==> src/rtl/outport_arb.sv <==
// rtl/outport_arb.sv - round-robin output-port arbiter with packet lock and stall watchdog
//
// Purpose: one arbiter per router output port. It picks one of five input channels
// requesting this port (round-robin, after the previous owner), then locks the port
// to that channel until its tail flit is accepted, the channel withdraws its request,
// or the stall watchdog fires.
//
// Ports:
//   clk                 clock, rising edge
//   rst_                asynchronous active-low reset
//   req_0..req_4        per-channel request
//   port_0..port_4      per-channel requested output port
//   ivalid_0..ivalid_4  per-channel flit valid on the crossbar
//   itype_0..itype_4    per-channel flit type
//   dn_rdy              downstream buffer can accept a flit
//   grt_0..grt_4        per-channel grant (combinational)
//   busy                port locked to an owner
//   owner               current or last owner index
//   stall_err           sticky watchdog flag

`ifndef PORTW
`define PORTW 2
`endif
`ifndef TYPEW
`define TYPEW 2
`endif
`ifndef TYPE_NONE
`define TYPE_NONE     3'd0
`define TYPE_HEAD     3'd1
`define TYPE_BODY     3'd2
`define TYPE_TAIL     3'd3
`define TYPE_HEADTAIL 3'd4
`endif

module outport_arb #(
  parameter int         ROUTERID = 0,
  parameter int         PORTID   = 0,
  parameter logic [7:0] STALLMAX = 8'd255
) (
  input  logic            clk,
  input  logic            rst_,
  input  logic            req_0,
  input  logic            req_1,
  input  logic            req_2,
  input  logic            req_3,
  input  logic            req_4,
  input  logic [`PORTW:0] port_0,
  input  logic [`PORTW:0] port_1,
  input  logic [`PORTW:0] port_2,
  input  logic [`PORTW:0] port_3,
  input  logic [`PORTW:0] port_4,
  input  logic            ivalid_0,
  input  logic            ivalid_1,
  input  logic            ivalid_2,
  input  logic            ivalid_3,
  input  logic            ivalid_4,
  input  logic [`TYPEW:0] itype_0,
  input  logic [`TYPEW:0] itype_1,
  input  logic [`TYPEW:0] itype_2,
  input  logic [`TYPEW:0] itype_3,
  input  logic [`TYPEW:0] itype_4,
  input  logic            dn_rdy,
  output logic            grt_0,
  output logic            grt_1,
  output logic            grt_2,
  output logic            grt_3,
  output logic            grt_4,
  output logic            busy,
  output logic [2:0]      owner,
  output logic            stall_err
);

  typedef enum logic {ST_IDLE = 1'b0, ST_LOCK = 1'b1} state_e;

  // Router index only identifies the instance in debug; a negative value is meaningless.
  if (ROUTERID < 0) begin : g_bad_routerid
  end

  localparam logic [`PORTW:0] PORT_SEL = PORTID[`PORTW:0];

  state_e          state_q, state_d;
  logic [2:0]      owner_q, owner_d;
  logic [2:0]      last_q, last_d;
  logic [7:0]      stall_q, stall_d;
  logic            err_q, err_d;

  logic [4:0]      req_v, ivalid_v, grt_v, elig;
  logic [`PORTW:0] port_v [5];
  logic [`TYPEW:0] type_v [5];
  logic [2:0]      win;
  logic            accept, tail_rel, own_req, stall_hit;

  assign req_v    = {req_4, req_3, req_2, req_1, req_0};
  assign ivalid_v = {ivalid_4, ivalid_3, ivalid_2, ivalid_1, ivalid_0};
  assign port_v   = '{port_0, port_1, port_2, port_3, port_4};
  assign type_v   = '{itype_0, itype_1, itype_2, itype_3, itype_4};

  always_comb begin
    for (int i = 0; i < 5; i++) begin
      elig[i]  = req_v[i] && (port_v[i] == PORT_SEL);
      grt_v[i] = (state_q == ST_LOCK) && (owner_q == 3'(i)) && dn_rdy;
    end
  end

  // Round-robin search starting just after the last owner, wrapping 4 -> 0.
  always_comb begin
    logic [3:0] idx;
    logic       found;
    idx   = '0;
    found = 1'b0;
    win   = last_q;
    for (int k = 1; k <= 5; k++) begin
      idx = {1'b0, last_q} + 4'(k);
      if (idx >= 4'd5) idx = idx - 4'd5;
      if (!found && elig[idx[2:0]]) begin
        win   = idx[2:0];
        found = 1'b1;
      end
    end
  end

  assign accept   = grt_v[owner_q] && ivalid_v[owner_q];
  assign tail_rel = accept && ((type_v[owner_q] == `TYPE_TAIL) ||
                               (type_v[owner_q] == `TYPE_HEADTAIL));
  assign own_req  = req_v[owner_q];
  // Fires on the cycle whose increment would bring the counter to the limit.
  assign stall_hit = (state_q == ST_LOCK) && !accept &&
                     (({1'b0, stall_q} + 9'd1) >= {1'b0, STALLMAX});

  always_comb begin
    state_d = state_q;
    owner_d = owner_q;
    last_d  = last_q;
    stall_d = stall_q;
    err_d   = err_q;
    case (state_q)
      ST_IDLE: begin
        stall_d = '0;
        if (|elig) begin
          state_d = ST_LOCK;
          owner_d = win;
        end
      end
      ST_LOCK: begin
        if (accept) stall_d = '0;
        else if (stall_q != STALLMAX) stall_d = stall_q + 8'd1;
        if (stall_hit) err_d = 1'b1;
        if (tail_rel || !own_req || stall_hit) begin
          state_d = ST_IDLE;
          last_d  = owner_q;
          stall_d = '0;
        end
      end
    endcase
  end

  always_ff @(posedge clk or negedge rst_) begin
    if (!rst_) begin
      state_q <= ST_IDLE;
      owner_q <= 3'd0;
      last_q  <= 3'd4;
      stall_q <= 8'd0;
      err_q   <= 1'b0;
    end else begin
      state_q <= state_d;
      owner_q <= owner_d;
      last_q  <= last_d;
      stall_q <= stall_d;
      err_q   <= err_d;
    end
  end

  assign {grt_4, grt_3, grt_2, grt_1, grt_0} = grt_v;
  assign busy      = (state_q == ST_LOCK);
  assign owner     = owner_q;
  assign stall_err = err_q;

endmodule

==> config.mk <==
export PLATFORM = sky130hd
export DESIGN_NAME = outport_arb
export DESIGN_NICKNAME = d
export VERILOG_FILES = /design/src/rtl/outport_arb.sv
export SDC_FILE = /design/constraint.sdc
export NUM_CORES = 1
export LEC_CHECK = 0
export CORE_MARGIN = 2
export CORE_UTILIZATION = 55
export DETAILED_ROUTE_END_ITERATION = 7
export PLACE_DENSITY = 0.95
export SYNTH_ARGS = -nofsm -noshare
export SYNTH_HDL_FRONTEND = slang
export SYNTH_SLANG_ARGS = --single-unit
==> constraint.sdc <==
create_clock -name clk -period 6.2 [get_ports clk]
set_input_delay 1.24 -clock clk [delete_from_list [all_inputs] [get_ports clk]]
set_output_delay 1.24 -clock clk [all_outputs]
set_load 0.01 [all_outputs]
closeup.png
Window x 19 to 49, y 5 to 35 microns. Cells in grey, sequential cells in the stronger grey; small squares are vias.
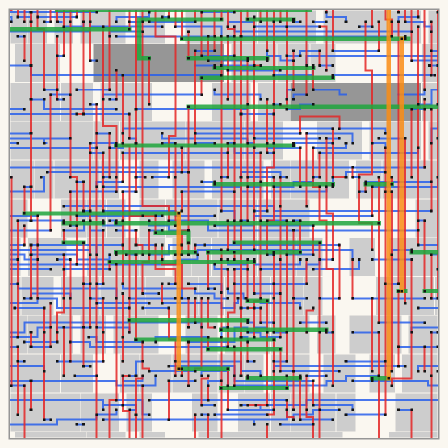
M2 -> red
M4 -> orange
M1 -> blue
M3 -> green
most frequent = o21ai_0 (8), nand2_1 (8), nor2_1 (7)
sequential cells in the window = 2
cells with their middle in the window = 97
netlist names of flops here include = last_q (1), owner (1)

==> impl_metrics.tcl <==
# yosys + openroad results
set metrics [dict create \
    postSynthAreaPerCell_sq_um 8.49 \
    final_max_slew_viol_count 0 \
    drive_gt1_share_pct 11.4 \
    io_pins 53 \
    design_area_sq_um 2780 \
    comb_area_sq_um 1690 \
    hp-class "flop to flop" \
    num-nonclk-buffers 52 \
    antenna_found_initial 0 \
    synth.ff_latch_count 16 \
    hold_viol_final 0 \
    reg2reg_to "owner[0]" \
    dp_slack_ns 1.81 \
    hold_slack_ns 0.475 \
    r2r_cells 11 \
    cts_tree "built" \
    fin_crit_sh_pct 68.5 \
    cts_sinks 16 \
    combAreaFraction_pct 60.7 \
    clock_skew_ns 0.000626 \
    n_all_inverters 16 \
    io_buffer_count 52 \
    grt_pass1_vias 2018 \
    clk_pin_slew_ns 0.06 \
    tns_ns 0 \
    drtAntennaViolNets 0 \
    dp_hpwl_microns 4940 \
    clk_path_buf_depth 2 \
    hold_path_end "stall_err" \
    yosys_area_sq_um 2220 \
    worst_slew_margin_rel_pct 18.6 \
    drc 0 \
    core_sq_um 3940 \
    worst-r2r-setup-slack_ns 2.03 \
    status "complete, no violations" \
    syn-num-nets 317 \
    max_freq_mhz 235 \
    detail_route.vias_per_cell 6.44 \
    r2r_start "last_q[0]" \
    numCtsBuffers 3 \
    syn_area_sq_um 2220 \
    drt-met1-wl_microns 2480 \
    grt_overflow 0 \
    tightest_slew_ns 1.20 \
    crit_start "req_3" \
    grt_pass1_wl_microns 9410 \
    crit_required_ns 6.33 \
    cts_root_buffer "clkbuf_8" \
    yosys_cells 261 \
    htree_levels 1 \
    fillers 285 \
    wl_met3_microns 767 \
    fp.dieH_microns 67.5 \
    wire_per_inst_microns 17.7 \
    rsz0062_at_grt "false" \
    flops 16 \
    postCtsSetupBuffers 0 \
    top_layer "met4" \
    ys_warn_count 0 \
    vdd_drop_max_v 0.000350 \
    ctsHoldBuffers 0 \
    maxCapViolCount 0 \
    end_kind "flop" \
    clk_share_pct 1.62 \
    synthArstFlopShare_pct 100 \
    antenna_cells 0 \
    grt_max_degree 20 \
]
route_heat.png
Drawn at 6 px/micron. 13 x 13 tiles, from white (low) to dark blue (high), scaled to the fullest tile. Values are wire area over tile area, all layers added.
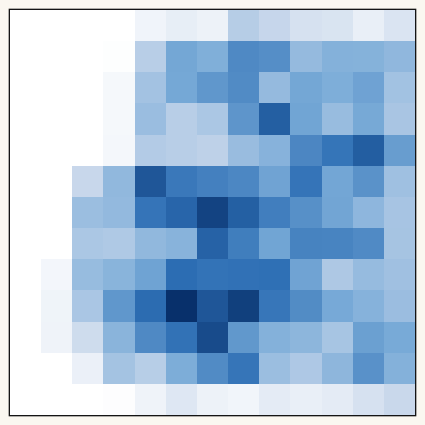
nearly empty tiles = 19%
mean over tiles = 0.24
emptiest ninth of the die = top left
Post-Route WL: 6300 microns
GRT Total Usage: 26.9%

## cell usage in the layout, fill, tap and decap left out, types with 2 or more instances in the layout
cell | synthesis | layout
a211oi_1 | 4 | 4
a21o_1 | 2 | 2
a21oi_1 | 10 | 10
a22o_1 | 3 | 3
a31oi_1 | 3 | 3
and3_1 | 4 | 4
clkbuf_8 | 0 | 3
clkdlybuf4s50_1 | 0 | 52
dfrtp_1 | 15 | 15
ha_1 | 12 | 12
inv_1 | 16 | 16
mux2_2 | 5 | 5
mux2i_1 | 8 | 8
mux4_2 | 3 | 3
nand2_1 | 20 | 20
nand2b_1 | 8 | 8
nand3_1 | 8 | 8
nand4_1 | 3 | 3
nor2_1 | 21 | 21
nor2b_1 | 2 | 2
nor3_1 | 4 | 4
nor3b_1 | 3 | 3
nor4_1 | 5 | 5
nor4b_1 | 6 | 6
nor4b_2 | 2 | 2
o211ai_1 | 2 | 2
o21a_1 | 5 | 5
o21ai_0 | 13 | 13
o21bai_1 | 2 | 2
o22ai_1 | 4 | 4
o31ai_1 | 2 | 2
or2_2 | 4 | 4
or3_1 | 4 | 4
or4b_1 | 2 | 2
or4b_2 | 2 | 2
xnor2_1 | 9 | 9
## flip-flops by register name, summed over array words and instances, names as in the netlist
name	count
busy	1
stall_q	8
owner	3
last_q	3
stall_err	1
## power breakdown
group | internal (mW) | leakage, nW | switching, mW
combinational | 0.448 | 0.864 | 0.532
sequential | 0.131 | 0.207 | 0.0922
clock | 0.0457 | 0.0228 | 0.0375
total | 0.625 | 1.09 | 0.661
## synthesized netlist by cell type, drive strengths merged (3+ instances only)
library cell / number / area, sq um
nand3: 8 / 40.0
buf: 6 / 46.3
o21a: 5 / 37.5
nor3: 5 / 30.0
nor3b: 3 / 22.5
a211oi: 4 / 30.0
a22o: 3 / 26.3
mux2: 6 / 67.6
inv: 16 / 60.1
or3: 4 / 25.0
o21ai: 14 / 70.1
and3: 4 / 25.0
nand2b: 9 / 58.8
mux4: 3 / 67.6
nor2b: 3 / 26.3
mux2i: 9 / 103
or2: 4 / 25.0
o22ai: 5 / 37.5
nor4: 5 / 31.3
a31oi: 4 / 40.0
clkbuf: 5 / 22.5
nor2: 21 / 78.8
dfrtp: 15 / 375
ha: 12 / 150
a21oi: 10 / 50.1
xnor2: 10 / 95.1
or4b: 5 / 53.8
o211ai: 3 / 27.5
nand4: 3 / 18.8
nor4b: 8 / 82.6
nand2: 20 / 75.1
## worst max-delay path, stage by stage
cell	delay (ns)
clkdlybuf4s50_1	0.49
nor4b_1	0.97
o21ai_0	0.22
a221oi_1	0.67
nor2_1	0.18
o311a_2	0.42
o211ai_1	0.09
a31oi_1	0.10
## logic make-up after synthesis
family / after synthesis / synth area share, %
adder cells (fa/ha/maj): 13 / 7.67
buffers and inverters: 27 / 5.81
AND/OR/NAND/NOR: 107 / 29.0
flip-flops: 16 / 18.1
multiplexers: 18 / 10.7
XOR/XNOR: 11 / 4.68
AND-OR/OR-AND: 69 / 24.0
## metal layers
| layer | vias up | GRT usage, % |
|---|---|---|
| met5 | - | 0 |
| met4 | 0 | 7.91 |
| met3 | 11 | 7.67 |
| met2 | 149 | 45.1 |
| met1 | 1059 | 33.4 |
| li1 | 1075 | - |
Power figures rest on the tool's default switching activity, not on a simulated workload.
